run_1/gate_families.png
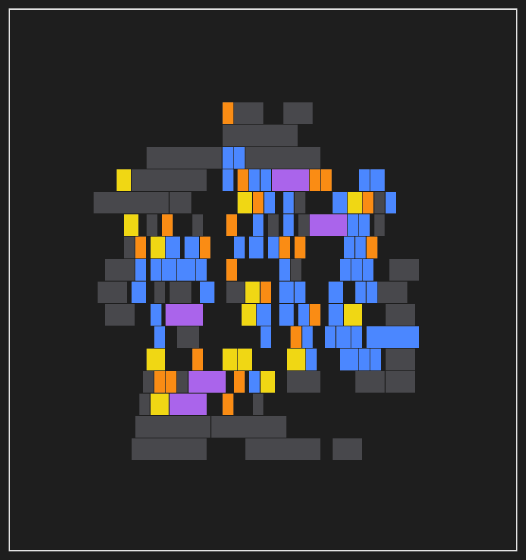
run_1/drive_strength.png
Bar = 20 um.
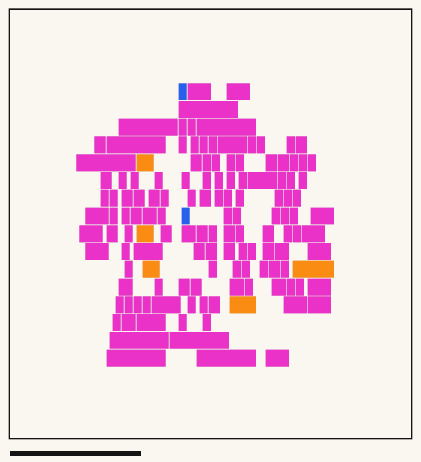
run_1/final_clocks.png
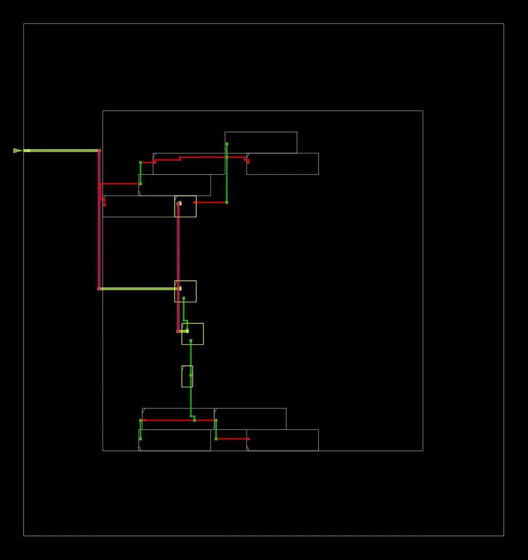
run_1/registers.png
Other sequential cells in the stronger gray, the rest of the logic in the fainter gray.
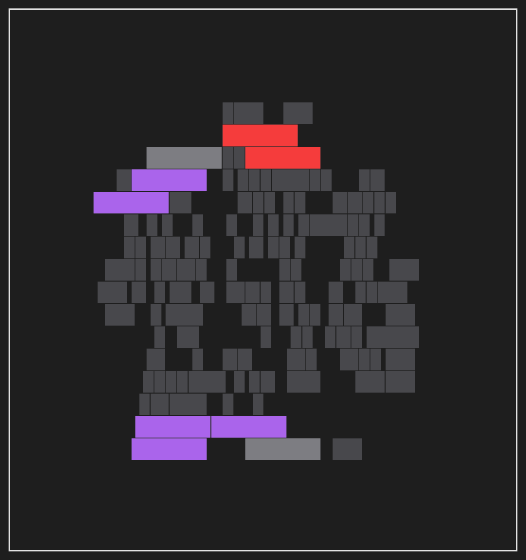
--- src/rtl/ahb3lite_interconnect_switch_ctrl.sv ---
// Per-master AHB3-Lite burst/lock tracker that tells slave ports when re-arbitration is legal.
// Optional INCR beat timeout: define AHB3LITE_SWITCH_INCR_TIMEOUT_EN.
module ahb3lite_interconnect_switch_ctrl #(
    parameter int MAX_INCR_BEATS = 16
) (
    input  logic       HCLK,
    input  logic       HRESETn,
    input  logic       HSEL,
    input  logic [1:0] HTRANS,
    input  logic [2:0] HBURST,
    input  logic       HMASTLOCK,
    input  logic       HREADY,
    output logic       can_switch,
    output logic       burst_active,
    output logic       seq_err
);

    localparam logic [1:0] T_IDLE   = 2'd0;
    localparam logic [1:0] T_BUSY   = 2'd1;
    localparam logic [1:0] T_NONSEQ = 2'd2;
    localparam logic [1:0] T_SEQ    = 2'd3;
    localparam logic [2:0] B_INCR   = 3'd1;

    if (MAX_INCR_BEATS < 2 || MAX_INCR_BEATS > 1024) begin : g_param_chk
        $error("MAX_INCR_BEATS must be within 2..1024");
    end

    typedef enum logic [1:0] {
        S_IDLE,
        S_FIXED,
        S_UNDEF,
        S_LOCKED
    } state_t;

    state_t     state_q, state_d;
    state_t     end_state;
    logic [4:0] beats_left_q, beats_left_d;
    logic       burst_active_q, burst_active_d;
    logic       seq_err_q, seq_err_d;

    logic       accepted;
    logic       is_idle, is_busy, is_nonseq, is_seq;
    logic       burst_open;
    logic       incr_timeout;
    logic [4:0] len_m1;

    assign is_idle    = (HTRANS == T_IDLE);
    assign is_busy    = (HTRANS == T_BUSY);
    assign is_nonseq  = (HTRANS == T_NONSEQ);
    assign is_seq     = (HTRANS == T_SEQ);
    assign accepted   = HREADY & HSEL & HTRANS[1];
    assign burst_open = (state_q == S_FIXED) || (state_q == S_UNDEF);
    assign end_state  = HMASTLOCK ? S_LOCKED : S_IDLE;

    // Remaining beats after the NONSEQ; zero for SINGLE and INCR.
    always_comb begin
        len_m1 = 5'd0;
        unique case (HBURST)
            3'd2, 3'd3: len_m1 = 5'd3;
            3'd4, 3'd5: len_m1 = 5'd7;
            3'd6, 3'd7: len_m1 = 5'd15;
            default:    len_m1 = 5'd0;
        endcase
    end

`ifdef AHB3LITE_SWITCH_INCR_TIMEOUT_EN
    localparam int CW = $clog2(MAX_INCR_BEATS + 1);
    localparam logic [CW-1:0] MAX_C = CW'(MAX_INCR_BEATS);

    logic [CW-1:0] incr_cnt_q, incr_cnt_d;

    assign incr_timeout = (state_q == S_UNDEF) && is_seq &&
                          ((incr_cnt_q + CW'(1)) == MAX_C);

    always_comb begin
        incr_cnt_d = incr_cnt_q;
        if (accepted && is_nonseq) begin
            incr_cnt_d = (HBURST == B_INCR) ? CW'(1) : '0;
        end else if (accepted && state_q == S_UNDEF) begin
            incr_cnt_d = incr_timeout ? '0 : incr_cnt_q + CW'(1);
        end else if (HREADY && state_q == S_UNDEF && (!HSEL || is_idle)) begin
            incr_cnt_d = '0;
        end
    end

    always_ff @(posedge HCLK or negedge HRESETn) begin
        if (!HRESETn) begin
            incr_cnt_q <= '0;
        end else begin
            incr_cnt_q <= incr_cnt_d;
        end
    end
`else
    assign incr_timeout = 1'b0;
`endif

    always_comb begin
        can_switch = 1'b1;
        if (HMASTLOCK) begin
            can_switch = 1'b0;
        end else if (HSEL) begin
            unique case (HTRANS)
                T_BUSY:   can_switch = 1'b0;
                T_NONSEQ: can_switch = (len_m1 == 5'd0) && (HBURST != B_INCR);
                T_SEQ: begin
                    unique case (state_q)
                        S_FIXED: can_switch = (beats_left_q == 5'd1);
                        S_UNDEF: can_switch = incr_timeout;
                        default: can_switch = 1'b1;
                    endcase
                end
                default:  can_switch = 1'b1;
            endcase
        end
    end

    always_comb begin
        state_d      = state_q;
        beats_left_d = beats_left_q;
        seq_err_d    = 1'b0;
        if (accepted && is_nonseq) begin
            // A NONSEQ always starts a fresh burst, even one cutting a fixed burst short.
            seq_err_d = (state_q == S_FIXED) && (beats_left_q != 5'd0);
            if (HBURST == B_INCR) begin
                state_d      = S_UNDEF;
                beats_left_d = 5'd0;
            end else if (len_m1 != 5'd0) begin
                state_d      = S_FIXED;
                beats_left_d = len_m1;
            end else begin
                state_d      = end_state;
                beats_left_d = 5'd0;
            end
        end else if (accepted) begin
            unique case (state_q)
                S_FIXED: begin
                    beats_left_d = beats_left_q - 5'd1;
                    if (beats_left_q == 5'd1) begin
                        state_d = end_state;
                    end
                end
                S_UNDEF: state_d = S_UNDEF;
                default: begin
                    seq_err_d = 1'b1;
                    state_d   = end_state;
                end
            endcase
        end else if (HREADY && state_q == S_UNDEF) begin
            if (!HSEL || is_idle) begin
                state_d = end_state;
            end
        end else if (HREADY && !burst_open) begin
            seq_err_d = HSEL & is_busy;
            state_d   = end_state;
        end
        burst_active_d = (state_d == S_FIXED) || (state_d == S_UNDEF);
    end

    always_ff @(posedge HCLK or negedge HRESETn) begin
        if (!HRESETn) begin
            state_q        <= S_IDLE;
            beats_left_q   <= 5'd0;
            burst_active_q <= 1'b0;
            seq_err_q      <= 1'b0;
        end else begin
            state_q        <= state_d;
            beats_left_q   <= beats_left_d;
            burst_active_q <= burst_active_d;
            seq_err_q      <= seq_err_d;
        end
    end

    assign burst_active = burst_active_q;
    assign seq_err      = seq_err_q;

endmodule

--- config.mk ---
export PLATFORM = sky130hd
export DESIGN_NAME = ahb3lite_interconnect_switch_ctrl
export DESIGN_NICKNAME = d
export VERILOG_FILES = /design/src/rtl/ahb3lite_interconnect_switch_ctrl.sv
export SDC_FILE = /design/constraint.sdc
export NUM_CORES = 1
export LEC_CHECK = 0
export ABC_AREA = 1
export CAP_MARGIN = 5
export CORE_ASPECT_RATIO = 1.1
export CORE_MARGIN = 10
export CORE_UTILIZATION = 40
export DETAILED_ROUTE_END_ITERATION = 6
export PLACE_DENSITY_LB_ADDON = 0.25
export SYNTH_ARGS = -nofsm -noshare
export SYNTH_HDL_FRONTEND = slang
export SYNTH_SLANG_ARGS = --single-unit
--- constraint.sdc ---
create_clock -name HCLK -period 3.5 [get_ports HCLK]
set_input_delay 0.35 -clock HCLK [delete_from_list [all_inputs] [get_ports HCLK]]
set_output_delay 0.35 -clock HCLK [all_outputs]
set_load 0.05 [all_outputs]
==> impl_metrics.tcl, run 1 <==
# place-and-route summary
set metrics [dict create \
    cts_max_path_buffers 2 \
    cts_tree "done" \
    whs_ns 0.392 \
    post-route-min-period_ns 2.63 \
    seq_power_share 0.260 \
    ys_warn_count 0 \
    cp-startpoint "beats_left_q[1]" \
    routabilityCongestion 0.860 \
    critPathArrivalTime_ns 2.28 \
    n_fill_cell 182 \
    yosys_area_um2 754 \
    crit_path_end_kind "output pin" \
    dp_hpwl_um 1430 \
    hold_viol 0 \
    routed_via_density 4.90 \
    p_leak_nw 0.488 \
    dpl_cell_area_um2 897 \
    worstSetupStartpointType "flop" \
    wl_per_cell_um 11.0 \
    vias 755 \
    clk_latency_ns 0.25 \
    grt_overflow 0 \
    status "completed" \
    clock_sinks 9 \
    finalSetupTns_ns 0 \
    core-area_um2 1780 \
    ys_cells 120 \
    period_used_share 0.751 \
    diodes 0 \
    worstPathMaxFanout 5 \
    grt_pass1_wl_um 3120 \
    warnings 29 \
    power.share.clock 0.116 \
    cts_setup_buffers 0 \
    yosysSeqAreaShare 0.299 \
    grt_pass1_vias 747 \
    cts_root_buffer "clkbuf_4" \
    yosysUniqueCellTypes 15 \
    worstMarginPinSlew_ns 0.496 \
    p_comb_frac 0.624 \
    die_h_um 65.6 \
    ys.flops 9 \
    hp-class "input pin to asynchronous set/reset pin" \
    ctsHoldBuffers 0 \
    drtPass1Iterations 4 \
    pin_count 13 \
    crit_required_ns 3.15 \
    fp_util 0.423 \
    chip_area_um2 4030 \
    maxCapViolCount 0 \
    fp_nets 135 \
    swShare 0.478 \
    portBuffers 12 \
    slew-limit-headroom 0.668 \
    peakVddDrop_mv 0.370 \
    clk_pin_slew_ns 0.06 \
    grt_max_degree 11 \
    die_w_um 61.4 \
    grt.total_usage 0.0976 \
    finalPower_uw 667 \
    syn_area_per_cell_um2 6.29 \
    finalNetCount 152 \
    fmax_mhz 380 \
    routed_wl_um 1700 \
    rsz0062_at_grt "no" \
    p_per_area_nw_per_um2 722 \
    postCtsResizedCells 0 \
    p_sw_uw 319 \
    htree_num_levels 1 \
    ant_nets 0 \
    antenna_found_initial 0 \
    rows 16 \
    p_int_uw 348 \
    maxSlewViolCount 0 \
    finish.utilization 0.518 \
    postSynthCellCount 120 \
    netlist_area_um2 754 \
    drt-initial-drc-count 4 \
    worstSetupPathType "flop to output pin" \
    post_route_cells_drive_above_1_share 0.0515 \
    finalSetupViolCount 0 \
    drc_errors 0 \
    rr_startpoint "state_q[0]" \
]
-- gate_families.png (at the start) --
[blue] NAND gates | cells: 55
[purple] adder and majority cells | cells: 5
[orange] inverters | cells: 22
[yellow] inverting AOI/OAI gates | cells: 14 | where: center

-- drive_strength.png (at the start) --
[magenta] drive 1 or less | cells: 129
[blue] drive 2 | cells: 2
[orange] drive 3 to 4 | cells: 5
final setup margin: 0.870 ns
Finished Cell Area: 923 um^2
area grow syn2layout: 22.4%
Buffers excl. clock: 12

-- final_clocks.png (at the start) --
TritonCTS buffer count: 3
Setup Skew: 0.00290 ns

-- registers.png (at the start) --
[purple] beats_left_q | placed flops: 5
[red] state_q | placed flops: 2

## run 1: worst paths after layout
path                              endpoint  slack, ns  depth (start not counted)
min reg2reg                beats_left_q[4]       0.55                          2
max in group asynchronous  beats_left_q[1]       2.82                          1
max                             can_switch       0.87                          9
min in group HCLK          beats_left_q[4]       0.55                          2
max reg2reg                   burst_active       1.81                         13
min                             state_q[1]       0.39                          1
## run 1: final cells by class
type	count	area (um^2)	share of cell area
Clock buffer	4	26.3	0.0285
Inverter	22	82.6	0.0894
Multi-Input combinational cell	89	447	0.484
Sequential cell	9	225	0.244
Tap cell	18	22.5	0.0244
Timing Repair Buffer	12	120	0.130
## run 1: through the flow
stage               instances  worst slack (ns)
floorplan                 120              1.41
global placement          150              1.08
detailed placement        150              1.07
CTS                       154             0.842
global route              154             0.665
finish                    154             0.870
## run 1: worst max-delay path: stages (launching register included)
cell	delay, ns
dfrtp_1	0.36
inv_1	0.13
ha_1	0.16
inv_1	0.03
nor2_1	0.12
nand2_1	0.10
nand2_1	0.08
nand4_1	0.07
a31oi_1	0.14
clkdlybuf4s50_1	0.82
## run 1: cell usage after synthesis
master | instances | area (um^2)
a31oi_1 | 1 | 6.26
nand2_1 | 38 | 143
or2_0 | 1 | 6.26
inv_2 | 2 | 7.51
o22ai_1 | 3 | 18.8
nor2_4 | 1 | 11.3
ha_1 | 5 | 62.6
nand3_4 | 1 | 17.5
dfrtp_1 | 9 | 225
nand3_1 | 14 | 70.1
o21ai_0 | 5 | 25.0
nor2_1 | 13 | 48.8
a21oi_1 | 5 | 25.0
nand4_1 | 2 | 12.5
inv_1 | 20 | 75.1
## run 1: per-layer routing
layer | routed length [um] | GRT usage
met1 | 793 | 0.114
met3 | 72 | 0.0231
met5 | 0 | 0
met4 | 34 | 0.0503
met2 | 795 | 0.160
## run 1: kinds of logic after synthesis
kind of cell,Yosys count,synth area share
buffers and inverters,22,0.109
AND/OR/NAND/NOR,70,0.410
adder cells (fa/ha/maj),5,0.0829
AND-OR/OR-AND,14,0.0995
flip-flops,9,0.299
## run 1: sequential cells by signal (all words and copies together) (netlist names)
| name | flops |
|---|---|
| beats_left_q | 5 |
| burst_active | 1 |
| state_q | 2 |
| seq_err | 1 |
## run 1: cells in the final DEF (no fill, tap or decap)
cell type,n
nand2_1,38
inv_1,20
nand3_1,14
nor2_1,13
clkdlybuf4s50_1,12
dfrtp_1,9
o21ai_0,5
a21oi_1,5
ha_1,5
o22ai_1,3
clkbuf_4,3
inv_2,2
nand4_1,2
nand3_4,1
nor2_4,1
or2_0,1
a31oi_1,1
clkbuf_1,1
## run 1: power groups by stage
stage	clock (mW)	sequential, mW	combinational, mW
final	0.0773	0.174	0.416
after global routing	0.0908	0.177	0.491
after CTS	0.0792	0.174	0.419
after detailed placement	0	0.176	0.416
after global placement	0	0.174	0.412
after floorplan	0	0.203	0.290
run_1/clock_map.png
Bar = 20 um.
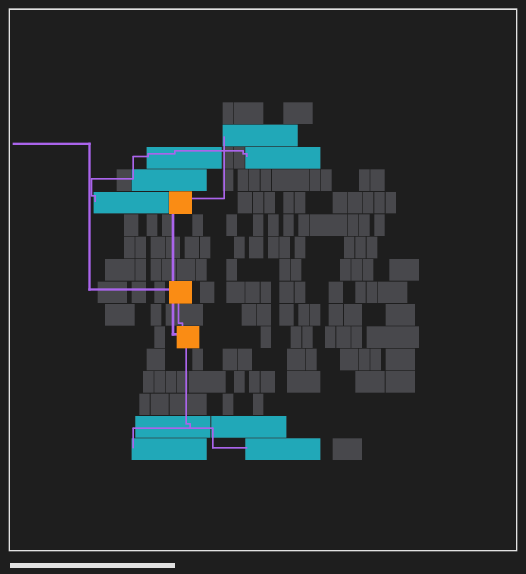

==> inputs of run 2 (changes only) <==
- clock period: 3.5 -> 2.4 ns (I/O delays scaled with it)
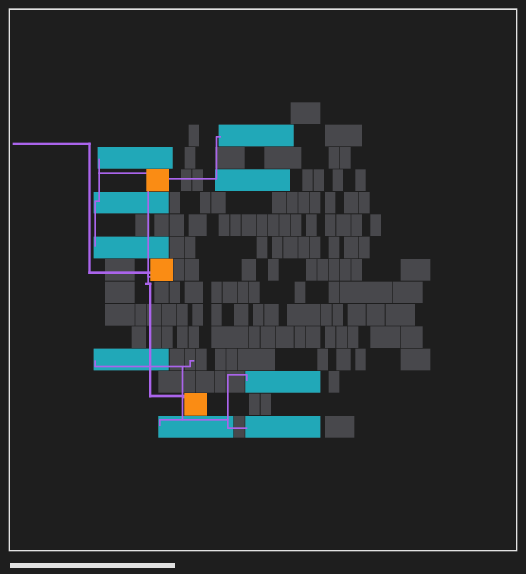
run_2/clock_map.png
Bar = 20 um.
[cyan] flip-flops | count: 9
[orange] cells driving clock nets | count: 3
[purple] clock wires | length: 139 um
routed clock nets: 4
Setup Skew: 0.00848 ns
Clk power: 117 uW

==> impl_metrics.tcl, run 2 <==
# place-and-route summary
set metrics [dict create \
    core-area_um2 1780 \
    portBuffers 12 \
    diodes 0 \
    fin_ws_ns 0.446 \
    ctsHoldBuffers 0 \
    fmax_mhz 512 \
    routabilityCongestion 0.880 \
    cts_root_buffer "clkbuf_4" \
    cp_slowest_stage_delay_ns 0.37 \
    dp_slack_ns 0.611 \
    routed_wl_um 1740 \
    flop_area_um2 225 \
    clock_sinks 9 \
    r2r_end "burst_active" \
    critPathArrivalTime_ns 1.71 \
    comb_area_um2 447 \
    syn2layout_area_growth_pct 22.1 \
    synth.most_common_cell "nand2_1" \
    hold_viol 0 \
    pin_count 13 \
    n_fill_cell 166 \
    finalSetupTns_ns 0 \
    cts_setup_buffers 0 \
    crit_path_end_kind "output pin" \
    grt_pass1_wl_um 3130 \
    maxCapViolCount 0 \
    drt-initial-drc-count 15 \
    maxSlewViolCount 0 \
    wl_per_cell_um 11.3 \
    final_common_cell "nand2_1" \
    grt_overflow 0 \
    finalSetupViolCount 0 \
    worstSetupStartpointType "flop" \
    yosys_area_um2 754 \
    path_depth 9 \
    status "completed" \
    post_route_cells_drive_above_1_share 0.0588 \
    reg_top3 "beats_left_q: 5 flops, state_q: 2 flops" \
    routed_via_density 5.01 \
    layout_top_cells "nand2_1, inv_1, nand3_1, nor2_1, clkdlybuf4s50_1" \
    ys_warn_count 0 \
    ys_cells 120 \
    clk_latency_ns 0.26 \
    postSynthCellCount 120 \
    path_buffers 3 \
    ant_nets 0 \
    cts_max_path_buffers 2 \
    die_w_um 61.4 \
    final_area_um2 921 \
    vias 771 \
    dpl_cell_area_um2 895 \
    finalNetCount 152 \
    die_h_um 65.6 \
    yosys-top-cells-count "nand2_1, inv_1, nand3_1, nor2_1, dfrtp_1" \
    grt_max_degree 11 \
    rsz0062_at_grt "no" \
    edf_count 0 \
    cts_tree "done" \
    yosysUniqueCellTypes 15 \
    path_delay_family "buffers and inverters" \
    htree_num_levels 1 \
    regMostFlops "beats_left_q" \
    drtPass1Iterations 4 \
    period_used_share 0.814 \
    warnings 29 \
    async_reset_ff_frac 1.00 \
    synth_top_area_share 0.299 \
    drc_errors 0 \
    slowest_stage "dfrtp_1" \
    peakVddDrop_mv 0.680 \
    yosys.area.top_type "dfrtp_1" \
    syn_area_per_cell_um2 6.29 \
    grt_pass1_vias 756 \
    fp_nets 135 \
    antenna_found_initial 0 \
    cp-startpoint "beats_left_q[1]" \
    synthTopCellsByArea "dfrtp_1, nand2_1, inv_1" \
    ys.flops 9 \
    ff2ff_path_depth 13 \
    numCtsBuffers 3 \
    p_leak_nw 0.489 \
    netlist_area_um2 754 \
    hp-class "input pin to asynchronous set/reset pin" \
    cp_cell_sequence "inv_1 -> ha_1 -> inv_1 -> nor2_1 -> nand2_1 -> nand2_1 -> nand4_1 -> a31oi_1 -> buf_4" \
    worstPathMaxFanout 5 \
    synth_top_flop_cell "dfrtp_1" \
    rows 16 \
    worstSetupPathType "flop to output pin" \
    postCtsResizedCells 0 \
    slew-limit-headroom 0.666 \
    p_per_area_nw_per_um2 1070 \
    dp_hpwl_um 1450 \
    fp_util 0.423 \
    clk_pin_slew_ns 0.06 \
    worstMarginPinSlew_ns 0.499 \
    crit_required_ns 2.16 \
    yosysSeqAreaShare 0.299 \
    largest_reg_flops 5 \
    grt.total_usage 0.0990 \
    endpoint "can_switch" \
    post-route-min-period_ns 1.95 \
    rr_startpoint "state_q[0]" \
    chip_area_um2 4030 \
    r2r_setup_slack_ns 0.73 \
]
==> run 2: cell counts after synthesis <==
Identical to the previous run, type by type.
==> run 2: layer usage <==
metal  GRT usage  up-vias  routed length, um
met5           0        -                  0
met1       0.116      328                805
met3      0.0269        6                116
li1            -      412                  -
met2       0.152       25                777
met4      0.0670        0                 38
==> run 2: worst min-delay path by stage <==
stage / from / endpoint / cells after the start
final: HRESETn / beats_left_q[3] / 1
after global routing: HRESETn / beats_left_q[1] / 1
after CTS: HRESETn / beats_left_q[3] / 1
after detailed placement: beats_left_q[2] / beats_left_q[2] / 2
after global placement: beats_left_q[2] / beats_left_q[2] / 2
after floorplan: HRESETn / beats_left_q[0] / 0
==> run 2: cells by family (layout without fill, tap and decap cells) <==
family / Yosys count / in the layout / synth area share
buffers and inverters: 22 / 38 / 0.109
AND/OR/NAND/NOR: 70 / 70 / 0.410
flip-flops: 9 / 9 / 0.299
adder cells (fa/ha/maj): 5 / 5 / 0.0829
AND-OR/OR-AND: 14 / 14 / 0.0995
==> run 2: where the power goes <==
group,internal (mW),total [mW],switching (mW)
Combinational,0.224,0.615,0.391
Clock,0.0640,0.117,0.0528
Sequential,0.220,0.254,0.0338
==> run 2: layout make-up <==
cell class | instances | area share
Clock buffer | 4 | 0.0285
Inverter | 22 | 0.0897
Multi-Input combinational cell | 89 | 0.485
Sequential cell | 9 | 0.245
Tap cell | 18 | 0.0245
Timing Repair Buffer | 12 | 0.128
==> run 2: per-stage QoR <==
stage               hold WS [ns]  power, mW  std cells  utilization
global placement           0.538      0.870        150        0.502
floorplan                -0.0556      0.720        120            -
global route               0.293       1.11        154        0.517
CTS                        0.289      0.993        154        0.517
finish                     0.277      0.986        154        0.517
detailed placement         0.541      0.872        150        0.502
Power and IR drop assume default switching activity.
